## src/rtl/grp_16_spi_pkg.sv

```systemverilog
// Shared types and constants for the SPI minion physical stage.
package grp_16_spi_pkg;

    localparam int SPI_NBITS = 34;

    typedef enum logic {IDLE = 1'b0, ACTIVE = 1'b1} spi_state_t;

    typedef logic [SPI_NBITS-1:0] spi_pkt_t;

endpackage

```

## src/rtl/grp_16_spi_minion_shifter_if.sv

```systemverilog
// Pin side and adapter side of the SPI minion shifter grouped as one bundle.
interface grp_16_spi_minion_shifter_if
    import grp_16_spi_pkg::*;
#(
    parameter int NBITS = SPI_NBITS
);
    logic             spi_cs;
    logic             spi_sclk;
    logic             spi_mosi;
    logic             spi_miso;
    logic             recv_val;
    logic [NBITS-1:0] recv_msg;
    logic             send_rdy;
    logic [NBITS-1:0] send_msg;
    logic             frame_err;
    logic             parity;

    modport slave (
        input  spi_cs, spi_sclk, spi_mosi, send_msg,
        output spi_miso, recv_val, recv_msg, send_rdy, frame_err, parity
    );

    modport master (
        output spi_cs, spi_sclk, spi_mosi, send_msg,
        input  spi_miso, recv_val, recv_msg, send_rdy, frame_err, parity
    );
endinterface

```

## src/rtl/grp_16_spi_pin_sync.sv

```systemverilog
// Multi-flop pin synchroniser with one history flop for edge detection.
module grp_16_spi_pin_sync #(
    parameter int   SYNC_STAGES = 2,
    parameter logic RST_VAL     = 1'b0
) (
    input  logic clk,
    input  logic reset,
    input  logic pin_s,
    output logic level_s,
    output logic rise_s,
    output logic fall_s
);
    logic [SYNC_STAGES-1:0] sync_r;
    logic                   hist_r;

    // Synchroniser chain plus history flop, preset to the idle level of the pin.
    always_ff @(posedge clk) begin
        if (!reset) begin
            sync_r <= {SYNC_STAGES{RST_VAL}};
            hist_r <= RST_VAL;
        end else begin
            sync_r <= {sync_r[SYNC_STAGES-2:0], pin_s};
            hist_r <= sync_r[SYNC_STAGES-1];
        end
    end

    assign level_s = sync_r[SYNC_STAGES-1];
    assign rise_s  = sync_r[SYNC_STAGES-1] & ~hist_r;
    assign fall_s  = ~sync_r[SYNC_STAGES-1] & hist_r;
endmodule

```

## src/rtl/grp_16_spi_minion_shifter.sv

```systemverilog
// SPI mode-0 minion shifter: one NBITS packet in and out per chip-select frame.
module grp_16_spi_minion_shifter
    import grp_16_spi_pkg::*;
#(
    parameter int NBITS       = SPI_NBITS,
    parameter int SYNC_STAGES = 2
) (
    input  logic                         clk,
    input  logic                         reset,
    grp_16_spi_minion_shifter_if.slave   bus
);
    localparam int               CNT_W    = $clog2(NBITS + 2);
    localparam logic [CNT_W-1:0] CNT_FULL = CNT_W'(NBITS);
    localparam logic [CNT_W-1:0] CNT_SAT  = CNT_W'(NBITS + 1);

    function automatic logic calc_parity(input logic [NBITS-1:0] v);
        return ^v;
    endfunction

    logic cs_level_s, cs_rise_s, cs_fall_s;
    logic sclk_level_s, sclk_rise_s, sclk_fall_s;
    logic mosi_level_s, mosi_rise_unused_s, mosi_fall_unused_s;

    spi_state_t       state_r, state_nxt_s;
    logic [CNT_W-1:0] count_r, count_nxt_s;
    logic [NBITS-1:0] rx_shift_r, rx_nxt_s;
    logic [NBITS-1:0] tx_shift_r, tx_nxt_s;
    logic [NBITS-1:0] recv_msg_r, recv_msg_nxt_s;
    logic             parity_r, parity_nxt_s;
    logic             recv_val_r, recv_val_nxt_s;
    logic             send_rdy_r, send_rdy_nxt_s;
    logic             frame_err_r, frame_err_nxt_s;
    logic             spi_miso_r, spi_miso_nxt_s;

    grp_16_spi_pin_sync #(.SYNC_STAGES(SYNC_STAGES), .RST_VAL(1'b1)) u_cs_sync (
        .clk(clk), .reset(reset), .pin_s(bus.spi_cs),
        .level_s(cs_level_s), .rise_s(cs_rise_s), .fall_s(cs_fall_s)
    );

    grp_16_spi_pin_sync #(.SYNC_STAGES(SYNC_STAGES), .RST_VAL(1'b0)) u_sclk_sync (
        .clk(clk), .reset(reset), .pin_s(bus.spi_sclk),
        .level_s(sclk_level_s), .rise_s(sclk_rise_s), .fall_s(sclk_fall_s)
    );

    grp_16_spi_pin_sync #(.SYNC_STAGES(SYNC_STAGES), .RST_VAL(1'b0)) u_mosi_sync (
        .clk(clk), .reset(reset), .pin_s(bus.spi_mosi),
        .level_s(mosi_level_s), .rise_s(mosi_rise_unused_s), .fall_s(mosi_fall_unused_s)
    );

    // Next-state and next-output logic; a cs rising edge pre-empts any sclk edge.
    // send_msg is loaded in the cycle send_rdy is high, so the strobe itself stays registered.
    always_comb begin
        state_nxt_s     = state_r;
        count_nxt_s     = count_r;
        rx_nxt_s        = rx_shift_r;
        tx_nxt_s        = tx_shift_r;
        recv_msg_nxt_s  = recv_msg_r;
        parity_nxt_s    = parity_r;
        recv_val_nxt_s  = 1'b0;
        send_rdy_nxt_s  = 1'b0;
        frame_err_nxt_s = 1'b0;
        case (state_r)
            IDLE: begin
                if (cs_fall_s) begin
                    state_nxt_s    = ACTIVE;
                    count_nxt_s    = {CNT_W{1'b0}};
                    send_rdy_nxt_s = 1'b1;
                end else begin
                    state_nxt_s    = IDLE;
                end
            end
            ACTIVE: begin
                if (cs_rise_s) begin
                    state_nxt_s = IDLE;
                    if (count_r == CNT_FULL) begin
                        recv_msg_nxt_s = rx_shift_r;
                        parity_nxt_s   = calc_parity(rx_shift_r);
                        recv_val_nxt_s = 1'b1;
                    end else begin
                        frame_err_nxt_s = 1'b1;
                    end
                end else if (send_rdy_r) begin
                    tx_nxt_s = bus.send_msg;
                end else if (sclk_rise_s) begin
                    rx_nxt_s = {rx_shift_r[NBITS-2:0], mosi_level_s};
                    if (count_r == CNT_SAT) begin
                        count_nxt_s = count_r;
                    end else begin
                        count_nxt_s = count_r + {{(CNT_W-1){1'b0}}, 1'b1};
                    end
                end else if (sclk_fall_s) begin
                    tx_nxt_s = {tx_shift_r[NBITS-2:0], 1'b0};
                end else begin
                    state_nxt_s = ACTIVE;
                end
            end
            default: begin
                state_nxt_s = IDLE;
            end
        endcase
        if (state_nxt_s == ACTIVE) begin
            spi_miso_nxt_s = tx_nxt_s[NBITS-1];
        end else begin
            spi_miso_nxt_s = 1'b0;
        end
    end

    // State, shift registers and registered outputs.
    always_ff @(posedge clk) begin
        if (!reset) begin
            state_r     <= IDLE;
            count_r     <= {CNT_W{1'b0}};
            rx_shift_r  <= {NBITS{1'b0}};
            tx_shift_r  <= {NBITS{1'b0}};
            recv_msg_r  <= {NBITS{1'b0}};
            parity_r    <= 1'b0;
            recv_val_r  <= 1'b0;
            send_rdy_r  <= 1'b0;
            frame_err_r <= 1'b0;
            spi_miso_r  <= 1'b0;
        end else begin
            state_r     <= state_nxt_s;
            count_r     <= count_nxt_s;
            rx_shift_r  <= rx_nxt_s;
            tx_shift_r  <= tx_nxt_s;
            recv_msg_r  <= recv_msg_nxt_s;
            parity_r    <= parity_nxt_s;
            recv_val_r  <= recv_val_nxt_s;
            send_rdy_r  <= send_rdy_nxt_s;
            frame_err_r <= frame_err_nxt_s;
            spi_miso_r  <= spi_miso_nxt_s;
        end
    end

    assign bus.spi_miso  = spi_miso_r;
    assign bus.recv_val  = recv_val_r;
    assign bus.recv_msg  = recv_msg_r;
    assign bus.send_rdy  = send_rdy_r;
    assign bus.frame_err = frame_err_r;
    assign bus.parity    = parity_r;
endmodule

```

## src/flat_wrapper.sv

```systemverilog
// flat-port wrapper written by rule: the top's interface ports become plain ports
module grp_16_spi_minion_shifter_flat import grp_16_spi_pkg::*;
#(
    parameter int NBITS       = SPI_NBITS,
    parameter int SYNC_STAGES = 2
)
  (clk, reset, bus_spi_cs, bus_spi_sclk, bus_spi_mosi, bus_send_msg, bus_spi_miso, bus_recv_val, bus_recv_msg, bus_send_rdy, bus_frame_err, bus_parity);
  grp_16_spi_minion_shifter_if #(.NBITS(NBITS)) bus_i ();
  input  logic clk;
  input  logic reset;
  input wire logic [$bits(bus_i.spi_cs)-1:0] bus_spi_cs;
  input wire logic [$bits(bus_i.spi_sclk)-1:0] bus_spi_sclk;
  input wire logic [$bits(bus_i.spi_mosi)-1:0] bus_spi_mosi;
  input wire logic [$bits(bus_i.send_msg)-1:0] bus_send_msg;
  output wire logic [$bits(bus_i.spi_miso)-1:0] bus_spi_miso;
  output wire logic [$bits(bus_i.recv_val)-1:0] bus_recv_val;
  output wire logic [$bits(bus_i.recv_msg)-1:0] bus_recv_msg;
  output wire logic [$bits(bus_i.send_rdy)-1:0] bus_send_rdy;
  output wire logic [$bits(bus_i.frame_err)-1:0] bus_frame_err;
  output wire logic [$bits(bus_i.parity)-1:0] bus_parity;
  assign bus_i.spi_cs = bus_spi_cs;
  assign bus_i.spi_sclk = bus_spi_sclk;
  assign bus_i.spi_mosi = bus_spi_mosi;
  assign bus_i.send_msg = bus_send_msg;
  assign bus_spi_miso = bus_i.spi_miso;
  assign bus_recv_val = bus_i.recv_val;
  assign bus_recv_msg = bus_i.recv_msg;
  assign bus_send_rdy = bus_i.send_rdy;
  assign bus_frame_err = bus_i.frame_err;
  assign bus_parity = bus_i.parity;
  grp_16_spi_minion_shifter #(.NBITS(NBITS), .SYNC_STAGES(SYNC_STAGES)) u_core (.clk(clk), .reset(reset), .bus(bus_i));
endmodule
```

## config.mk

```make
export PLATFORM = sky130hd
export DESIGN_NAME = grp_16_spi_minion_shifter_flat
export DESIGN_NICKNAME = d
export VERILOG_FILES = /design/src/rtl/grp_16_spi_pkg.sv /design/src/rtl/grp_16_spi_minion_shifter_if.sv /design/src/rtl/grp_16_spi_pin_sync.sv /design/src/rtl/grp_16_spi_minion_shifter.sv /design/src/flat_wrapper.sv
export SDC_FILE = /design/constraint.sdc
export NUM_CORES = 1
export LEC_CHECK = 0
export ABC_AREA = 1
export CAP_MARGIN = 10
export CORE_ASPECT_RATIO = 1.75
export CORE_MARGIN = 2
export CORE_UTILIZATION = 54
export DETAILED_ROUTE_END_ITERATION = 8
export PLACE_DENSITY = 0.8
export SLEW_MARGIN = 15
export SYNTH_ARGS = -nofsm -noshare
export SYNTH_HDL_FRONTEND = slang
export SYNTH_HIERARCHICAL = 1
export SYNTH_SLANG_ARGS = --single-unit
```

## constraint.sdc

```tcl
create_clock -name clk -period 1.78 [get_ports clk]
set_input_delay 0.534 -clock clk [delete_from_list [all_inputs] [get_ports clk]]
set_output_delay 0.534 -clock clk [all_outputs]
set_load 0.03 [all_outputs]
```

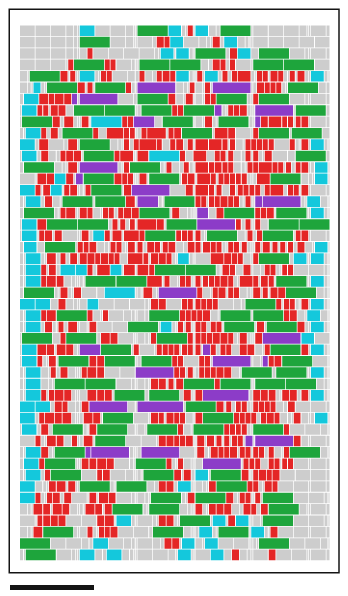
**Above:** run 1 (cell classes on the final placement).
The bar under the picture is 20 µm long. Fill, decap, tap and diode cells in gray.
| color | class | cells | share of their area |
|---|---|---|---|
| purple | clock drivers and dummy loads | 32 | 8.9% |
| red | all other logic | 566 | 40% |
| cyan | other buffers and delay cells | 87 | 13% |
| green | flip-flops | 122 | 38% |
fraction of area in registers: 0.3705
CORE AREA: 0.009468 mm²
row count: 47
final core utilization: 0.6963
Layout Cell Area excl Fill: 0.006593 mm²

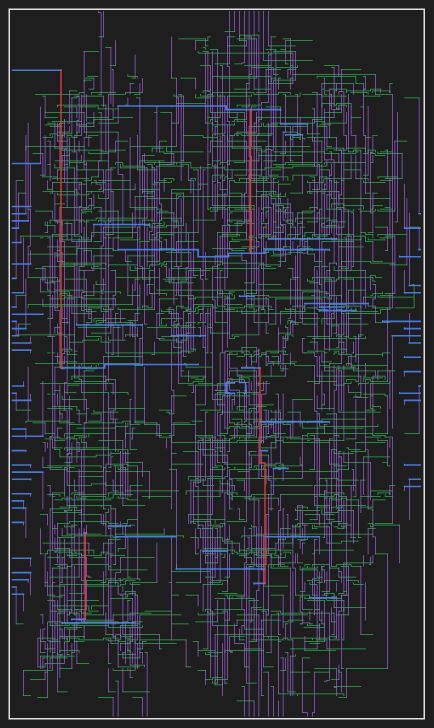
**Above:** run 1 (metal layers overlaid).
| color | layer | wire length |
|---|---|---|
| blue | met3 | 432 µm |
| red | met4 | 142 µm |
| green | met1 | 4760 µm |
| purple | met2 | 6630 µm |

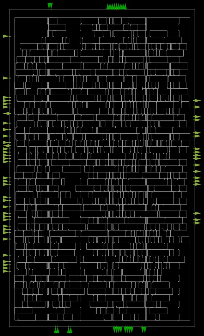
**Above:** run 1 (placement view).
post-layout instance count excluding filler cells: 929
Fillers: 818
well-tap cell count: 122

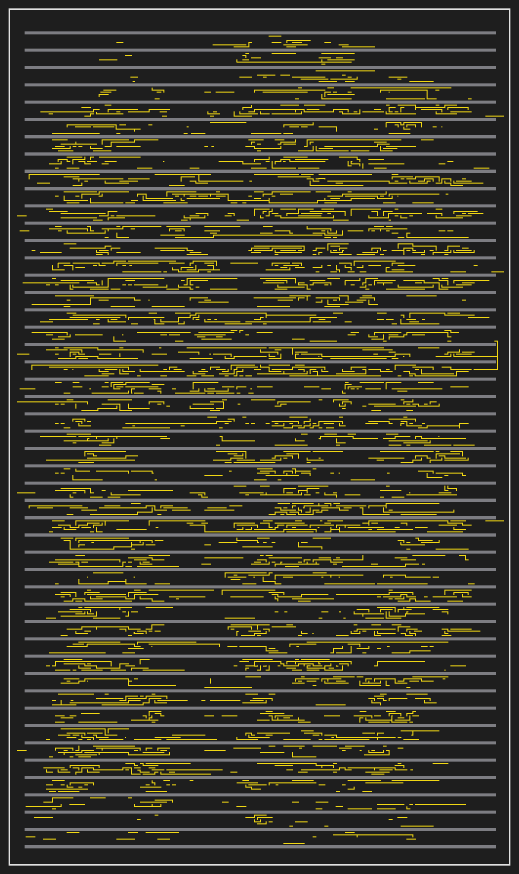
**Above:** run 1 (M1 wires).
Supply wires on this layer in gray.
share of all routed wire: 40%
longest straight run: 22.1 µm
main direction: horizontal
nets with wire on the layer: 762
wire length on this layer: 4760 µm

==> flow_summary.rst, run 1 <==
Metrics
=======

.. list-table::
   :header-rows: 1

   * - Metric
     - Value
   * - Slowest-stage cell, CP
     - sky130_fd_sc_hd__dlygate4sd2_1
   * - Final sum of negative setup slack
     - 0 ps
   * - Vias in the first global route
     - 4798
   * - Dominant delay contributor by cell family on the critical path
     - buffers and inverters
   * - Final Routed Wirelength
     - 11960 µm
   * - Worst slack at placement
     - 230.6 ps
   * - Cell area after synthesis
     - 0.005226 mm²
   * - Worst Hold Path Cells
     - 2
   * - Count of tool warnings
     - 27
   * - Part of the power in the clock network
     - 0.513
   * - Number of sinks driven by the clock tree
     - 122
   * - CTS tree
     - done
   * - Worst-margin pin slew
     - 337.1 ps
   * - Proportion of total power due to net switching
     - 0.2098
   * - Maximum fanout count along the critical path
     - 2
   * - Outcome
     - finished, final reports clean
   * - # DRC
     - 0
   * - Net Switching
     - 1.348 mW
   * - Avg Synthesized Cell Area
     - 7.179 µm²
   * - Count of pins on the block boundary
     - 78
   * - Reg2Reg Capture Point
     - u_core/bus.recv_msg[32]
   * - Aggregate global routing overflow
     - 0
   * - Synth Net Count
     - 769
   * - Critical path start-end classification
     - reg -> out
   * - Slew Limit Fails
     - 0
## run 1: area by class of cell
| cell class | count | area [µm²] |
|---|---|---|
| timing repair buffer | 87 | 828.3 |
| clock buffer | 24 | 481.7 |
| sequential | 122 | 2442 |
| multi-input combinational | 513 | 2396 |
| tap | 122 | 152.6 |
| clock inverter | 8 | 92.59 |
| inverter | 53 | 198.9 |
| fill | 818 | 2875 |
## run 1: power by group through the flow
stage	Clock, mW	Sequential, mW	Combinational, mW
after floorplan	0	2.84	0.193
after detailed placement	0	2.85	0.331
after CTS	3.34	2.79	0.336
after global placement	0	2.85	0.321
final	3.29	2.79	0.337
after global routing	3.45	2.80	0.379
## run 1: flip-flops by register name (all words and copies together) (netlist names), 2 cells and up
name and cells:
u_core/u_sclk_sync/sync_r 2, u_core/u_cs_sync/sync_r 2, u_core/u_mosi_sync/sync_r 2, u_core/bus.recv_msg 34
u_core/count_r 6, u_core/rx_shift_r 34, u_core/tx_shift_r 34
## run 1: through the flow
step                      instances  total power, mW  instance area, µm²  utilization  hold slack, ps
final                           929            6.425                6593       0.6963           401.8
after global routing            929            6.620                6593       0.6963           433.3
after CTS                       929            6.472                6593       0.6963           410.2
after detailed placement        897            3.180                6066       0.6407           396.4
after global placement          897            3.169                6066       0.6407           388.1
after floorplan                 728            3.037                5226            -           379.5
## run 1: routing by layer
| metal | global-route usage | vias up | wire [µm] |
|---|---|---|---|
| met2 | 0.4579 | 106 | 6633 |
| met1 | 0.2477 | 2301 | 4756 |
| li1 | - | 2516 | - |
| met3 | 0.05384 | 12 | 431 |
| met4 | 0.08382 | 0 | 141 |
| met5 | 0 | - | 0 |
## run 1: timing repair
action / in CTS / in global routing
hold buffers: 0 / 0
setup buffers: 0 / 0
setup endpoints to repair: 38 / 1
gates resized: 38 / 1
**Run 1: wiring heat map**

The die is cut into 16 by 27 equal tiles; black is low, pale yellow is high, scaled to the fullest tile. Values are wire area over tile area, all layers added.
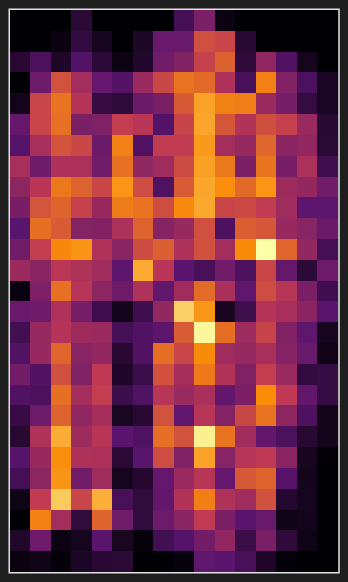

==> run 2: changes to the inputs <==
--- a/config.mk
+++ b/config.mk
@@ -9,9 +9,11 @@
 export CAP_MARGIN = 10
 export CORE_ASPECT_RATIO = 1.75
 export CORE_MARGIN = 2
-export CORE_UTILIZATION = 54
+export CORE_UTILIZATION = 56
+export CTS_BUF_LIST = sky130_fd_sc_hd__clkbuf_4 sky130_fd_sc_hd__clkbuf_8
+export CTS_CLUSTER_SIZE = 8
 export DETAILED_ROUTE_END_ITERATION = 8
-export PLACE_DENSITY = 0.8
+export PLACE_DENSITY = 0.82
 export SLEW_MARGIN = 15
 export SYNTH_ARGS = -nofsm -noshare
 export SYNTH_HDL_FRONTEND = slang
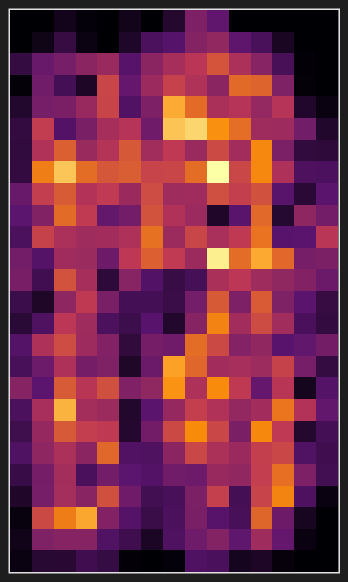
**Above:** run 2 (wiring heat map).
The die is cut into 15 by 26 equal tiles; black is low, pale yellow is high, scaled to the fullest tile. Values are wire area over tile area, all layers added.
mean over tiles: 0.19
fullest tile: 0.53
densest ninth of the die: north
tiles over half the peak: 24%
nearly empty tiles: 6.9%
Final Routed Wirelength: 11840 µm
WL/cell: 12.78 µm
vias after detailed routing: 4970
GRT Util Overall: 0.2347

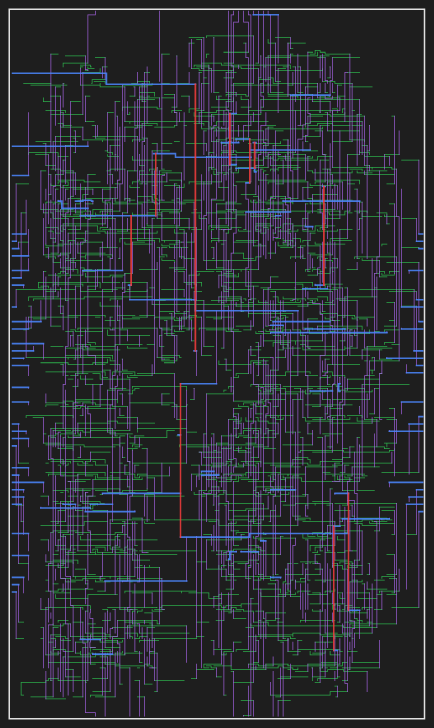
**Above:** run 2 (metal layers overlaid).
| color | layer | wire length |
|---|---|---|
| red | met4 | 188 µm |
| green | met1 | 4780 µm |
| purple | met2 | 6360 µm |
| blue | met3 | 518 µm |

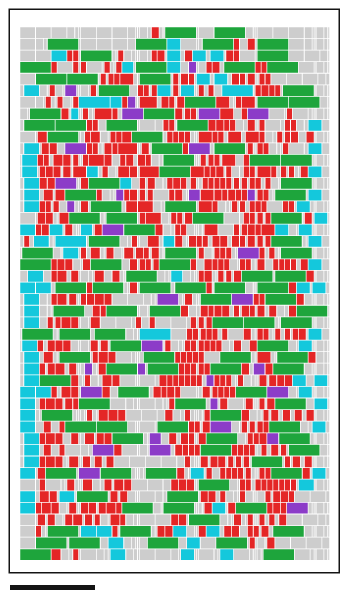
**Above:** run 2 (cell classes on the final placement).
The bar under the picture is 20 µm long. Fill, decap, tap and diode cells in gray.
| color | class | cells | share of their area |
|---|---|---|---|
| purple | clock drivers and dummy loads | 32 | 5.3% |
| green | flip-flops | 122 | 39% |
| red | all other logic | 566 | 42% |
| cyan | other buffers and delay cells | 87 | 14% |
CORE AREA: 0.009094 mm²
row count: 46
fraction of area in registers: 0.3840
final core utilization: 0.6994

==> flow_summary.rst, run 2 <==
Metrics
=======

.. list-table::
   :header-rows: 1

   * - Metric
     - Value
   * - Outcome
     - finished, final reports clean
   * - Aggregate global routing overflow
     - 0 (unchanged)
   * - Highest metal layer used by the detailed router
     - met4
   * - Number of sinks driven by the clock tree
     - 122 (unchanged)
   * - Synth Net Count
     - 769 (unchanged)
   * - Avg Synthesized Cell Area
     - 7.179 µm² (unchanged)
   * - Met2 layer usage reported by global route
     - 0.4298 (-0.02803)
   * - Dominant delay contributor by cell family on the critical path
     - buffers and inverters
   * - # DRC
     - 0 (unchanged)
   * - Vias in the first global route
     - 4563 (-4.9%)
   * - Worst Hold Path Cells
     - 2 (unchanged)
   * - Number of hold-repair buffers added at the cts stage
     - 0 (unchanged)
   * - Met1 track demand over resource
     - 0.2533 (+0.005578)
   * - Worst slack at placement
     - 226.0 ps (-4.534 ps)
   * - Final sum of negative setup slack
     - 0 ps (unchanged)
   * - Reg2Reg Capture Point
     - u_core/tx_shift_r[21]
   * - Maximum fanout count along the critical path
     - 2 (unchanged)
   * - Busiest layer in global routing
     - met2
   * - Met3 Routed Length
     - 517 µm (+20%)
   * - Count of tool warnings
     - 27 (unchanged)
   * - GR met3 Demand/Resource
     - 0.05685 (+0.003014)
-- run 2: area by class of cell --
type | count | area [µm²]
clock inverter | 10 | 52.55
timing repair buffer | 87 | 842.1
fill | 812 | 2734
tap | 120 | 150.1
sequential | 122 | 2442
multi-input combinational | 513 | 2396
clock buffer | 22 | 277.8
inverter | 53 | 198.9
-- run 2: worst max-delay path by stage --
stage / startpoint / end / slack, ps
floorplan: u_core/bus.send_rdy / u_core/rx_shift_r[15] / 330
global placement: u_core/bus.recv_msg[0] / bus_recv_msg[0] / 250
detailed placement: u_core/u_cs_sync/sync_r[1] / u_core/tx_shift_r[14] / 230
CTS: u_core/bus.recv_msg[33] / bus_recv_msg[33] / 20
global route: u_core/bus.recv_msg[33] / bus_recv_msg[33] / 2
finish: u_core/bus.recv_msg[33] / bus_recv_msg[33] / 60
-- run 2: report_power, final --
part	internal (mW)	total, mW	switching, mW
clock	1.03	2.07	1.03
sequential	2.76	2.79	0.0267
combinational	0.153	0.335	0.181
total	3.95	5.19	1.24
-- run 2: timing repair --
action	CTS	global route
pin swaps	0	0
gates resized	38	1
setup endpoints to repair	38	1
-- run 2: metrics by stage --
step,area [µm²],power [mW],utilization,std cells,hold slack [ps]
CTS,6359,5.245,0.6992,927,413.0
floorplan,5226,3.037,-,728,379.5
finish,6360,5.193,0.6994,927,415.5
global placement,6076,3.170,0.6681,895,383.3
detailed placement,6076,3.181,0.6681,895,396.3
global route,6360,5.406,0.6994,927,424.3
-- run 2: tightest hold or removal path, stage by stage (launching register included) --
cell                      delay [ps]
sky130_fd_sc_hd__dfxtp_1         310
sky130_fd_sc_hd__inv_1            40
sky130_fd_sc_hd__nand2_1          40
**Run 2: M1 wires**

Supply wires on this layer in gray.
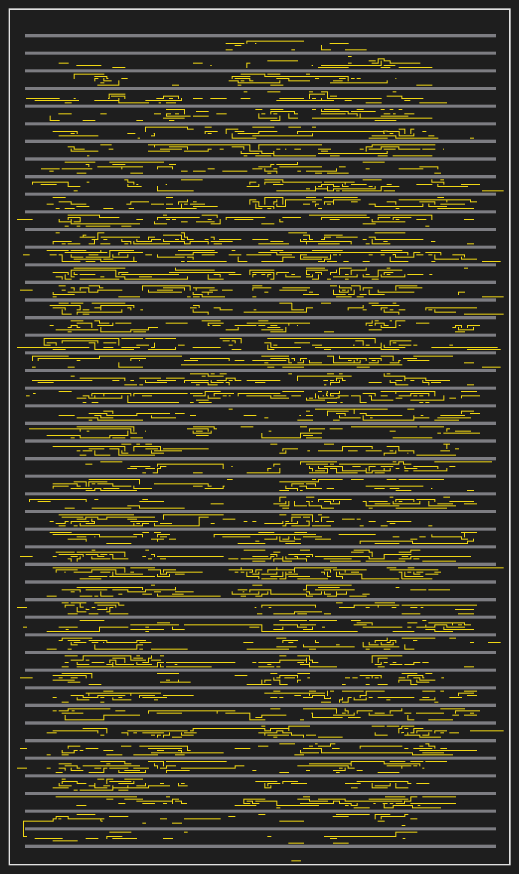

==> run 3: changes to the inputs <==
--- a/config.mk
+++ b/config.mk
@@ -8,7 +8,6 @@
 export ABC_AREA = 1
 export CAP_MARGIN = 10
 export CORE_ASPECT_RATIO = 1.75
-export CORE_MARGIN = 2
 export CORE_UTILIZATION = 56
 export CTS_BUF_LIST = sky130_fd_sc_hd__clkbuf_4 sky130_fd_sc_hd__clkbuf_8
 export CTS_CLUSTER_SIZE = 8
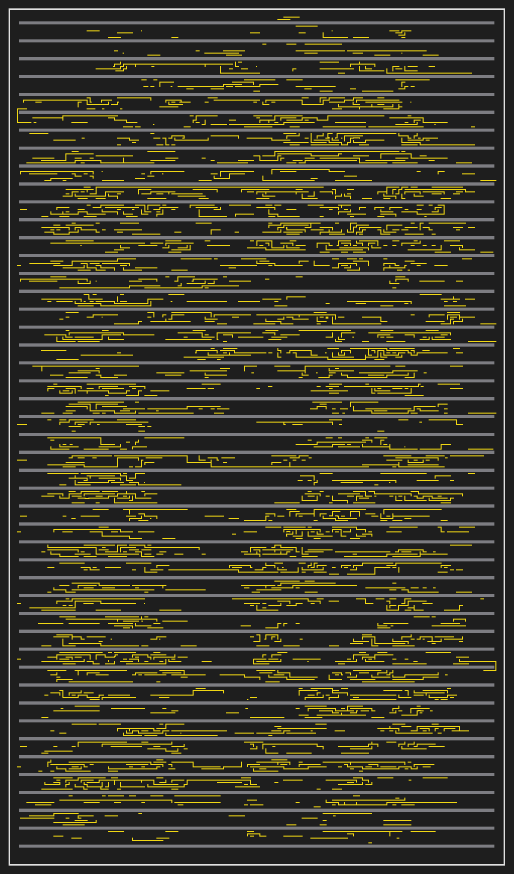
**Above:** run 3 (M1 wires).
Supply wires on this layer in gray.
main direction: horizontal
longest straight run: 34.5 µm
wire length on this layer: 4610 µm
Final Routed Wirelength: 11670 µm
met1 track demand over resource: 0.2489
vias after detailed routing: 4980

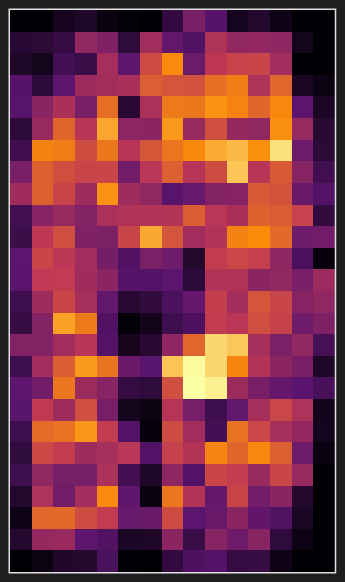
**Above:** run 3 (wiring heat map).
The die is cut into 15 by 26 equal tiles; black is low, pale yellow is high, scaled to the fullest tile. Values are wire area over tile area, all layers added.
fullest tile: 0.51
nearly empty tiles: 5.4%
tiles over half the peak: 30%
mean over tiles: 0.19

==> flow_summary.rst, run 3 <==
Metrics
=======

.. list-table::
   :header-rows: 1

   * - Metric
     - Value
   * - Largest power group
     - sequential cells
   * - Flop pwr share
     - 0.483 (-0.054)
   * - P_seq
     - 2.79 mW (about the same)
   * - Power in the clock group
     - 2.65 mW (+28%)
   * - Final sum of negative setup slack
     - 0 ps (unchanged)
   * - Reported combinational group power
     - 336 µW (about the same)
   * - Combinational gate area
     - 0.002396 mm² (unchanged)
   * - Row count
     - 46 (unchanged)
   * - Count of tool warnings
     - 27 (unchanged)
   * - Proportion of total power due to net switching
     - 0.2129 (-0.02634)
   * - Fillers
     - 756 (-6.9%)
   * - Post-layout instance count excluding filler cells
     - 926 (-0.11%)
   * - Comb power frac
     - 0.058 (-0.006)
   * - Vias in the first global route
     - 4793 (+5.0%)
   * - First element of the critical path
     - u_core/bus.recv_msg[30]
   * - Outcome
     - finished, final reports clean
   * - Part of the power in the clock network
     - 0.459 (+0.061)
   * - Worst slack at placement
     - 224.4 ps (-1.662 ps)
   * - Maximum fanout count along the critical path
     - 2 (unchanged)
   * - Dominant delay contributor by cell family on the critical path
     - buffers and inverters
   * - Aggregate global routing overflow
     - 0 (unchanged)
   * - Number of placed instances with taps included
     - 895 (unchanged)
   * - CP Capture Point
     - bus_recv_msg[30]
   * - # DRC
     - 0 (unchanged)
   * - Avg Synthesized Cell Area
     - 7.179 µm² (unchanged)
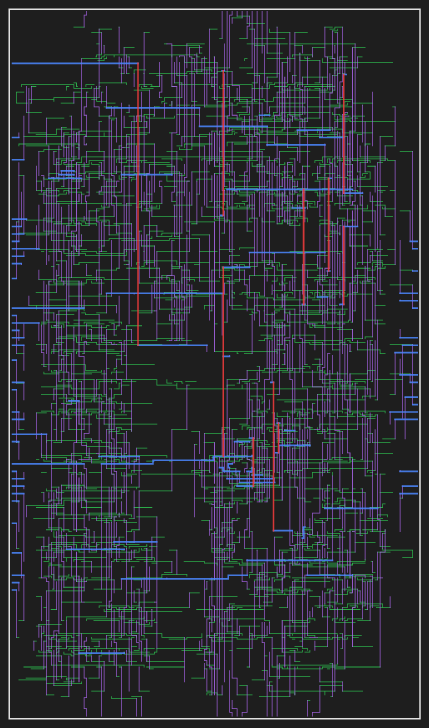
**Above:** run 3 (metal layers overlaid).
| color | layer | wire length |
|---|---|---|
| purple | met2 | 6350 µm |
| red | met4 | 229 µm |
| blue | met3 | 481 µm |
| green | met1 | 4610 µm |
WL/cell: 12.61 µm
GRT Util Overall: 0.2548

-- run 3: worst min-delay path, delay by kind of cell (launching register included) --
kind	cells	cell delay, ps
buffers and inverters	1	40
AND/OR/NAND/NOR	1	40
flip-flops	1	310
-- run 3: timing repair --
item | in CTS | in global routing
resized | 38 | 1
hold endpoints to repair | 0 | 0
endpoints found under the setup margin | 38 | 1
-- run 3: layout make-up --
cell class              instances  share of cell area
multi-input cells             513              0.3703
well taps                     120             0.02320
clock inverters                 9             0.02243
inverters                      53             0.03074
repair buffers                 87              0.1321
flip-flops and latches        122              0.3774
clock buffers                  22             0.04389
-- run 3: per-layer routing --
metal	routed length, µm	GRT usage	share of wire	vias to the layer above
li1	-	-	-	2514
met4	228	0.1199	0.020	0
met1	4611	0.2489	0.39	2299
met3	481	0.07490	0.041	23
met2	6353	0.4732	0.54	144
met5	0	0	0	-
-- run 3: stage by stage --
stage / power [mW] / utilization / hold WS (ps) / cell area [µm²]
final: 5.775 / 0.7161 / 411.8 / 6471
after floorplan: 3.037 / - / 379.5 / 5226
after global placement: 3.170 / 0.6738 / 382.1 / 6088
after CTS: 5.836 / 0.7160 / 412.4 / 6470
after detailed placement: 3.180 / 0.6738 / 396.1 / 6088
after global routing: 6.004 / 0.7161 / 430.5 / 6471
-- run 3: worst min-delay path by stage --
stage                              endpoint  slack, ps
2_1_floorplan    u_core/u_cs_sync/sync_r[1]        380
3_3_place_gp     u_core/u_cs_sync/sync_r[1]        380
3_5_place_dp   u_core/u_mosi_sync/sync_r[1]        400
4_1_cts        u_core/u_mosi_sync/sync_r[1]        410
5_1_grt        u_core/u_sclk_sync/sync_r[1]        430
6_report       u_core/u_mosi_sync/sync_r[1]        410
No activity file was given, so power comes from the tool's default toggle rates.
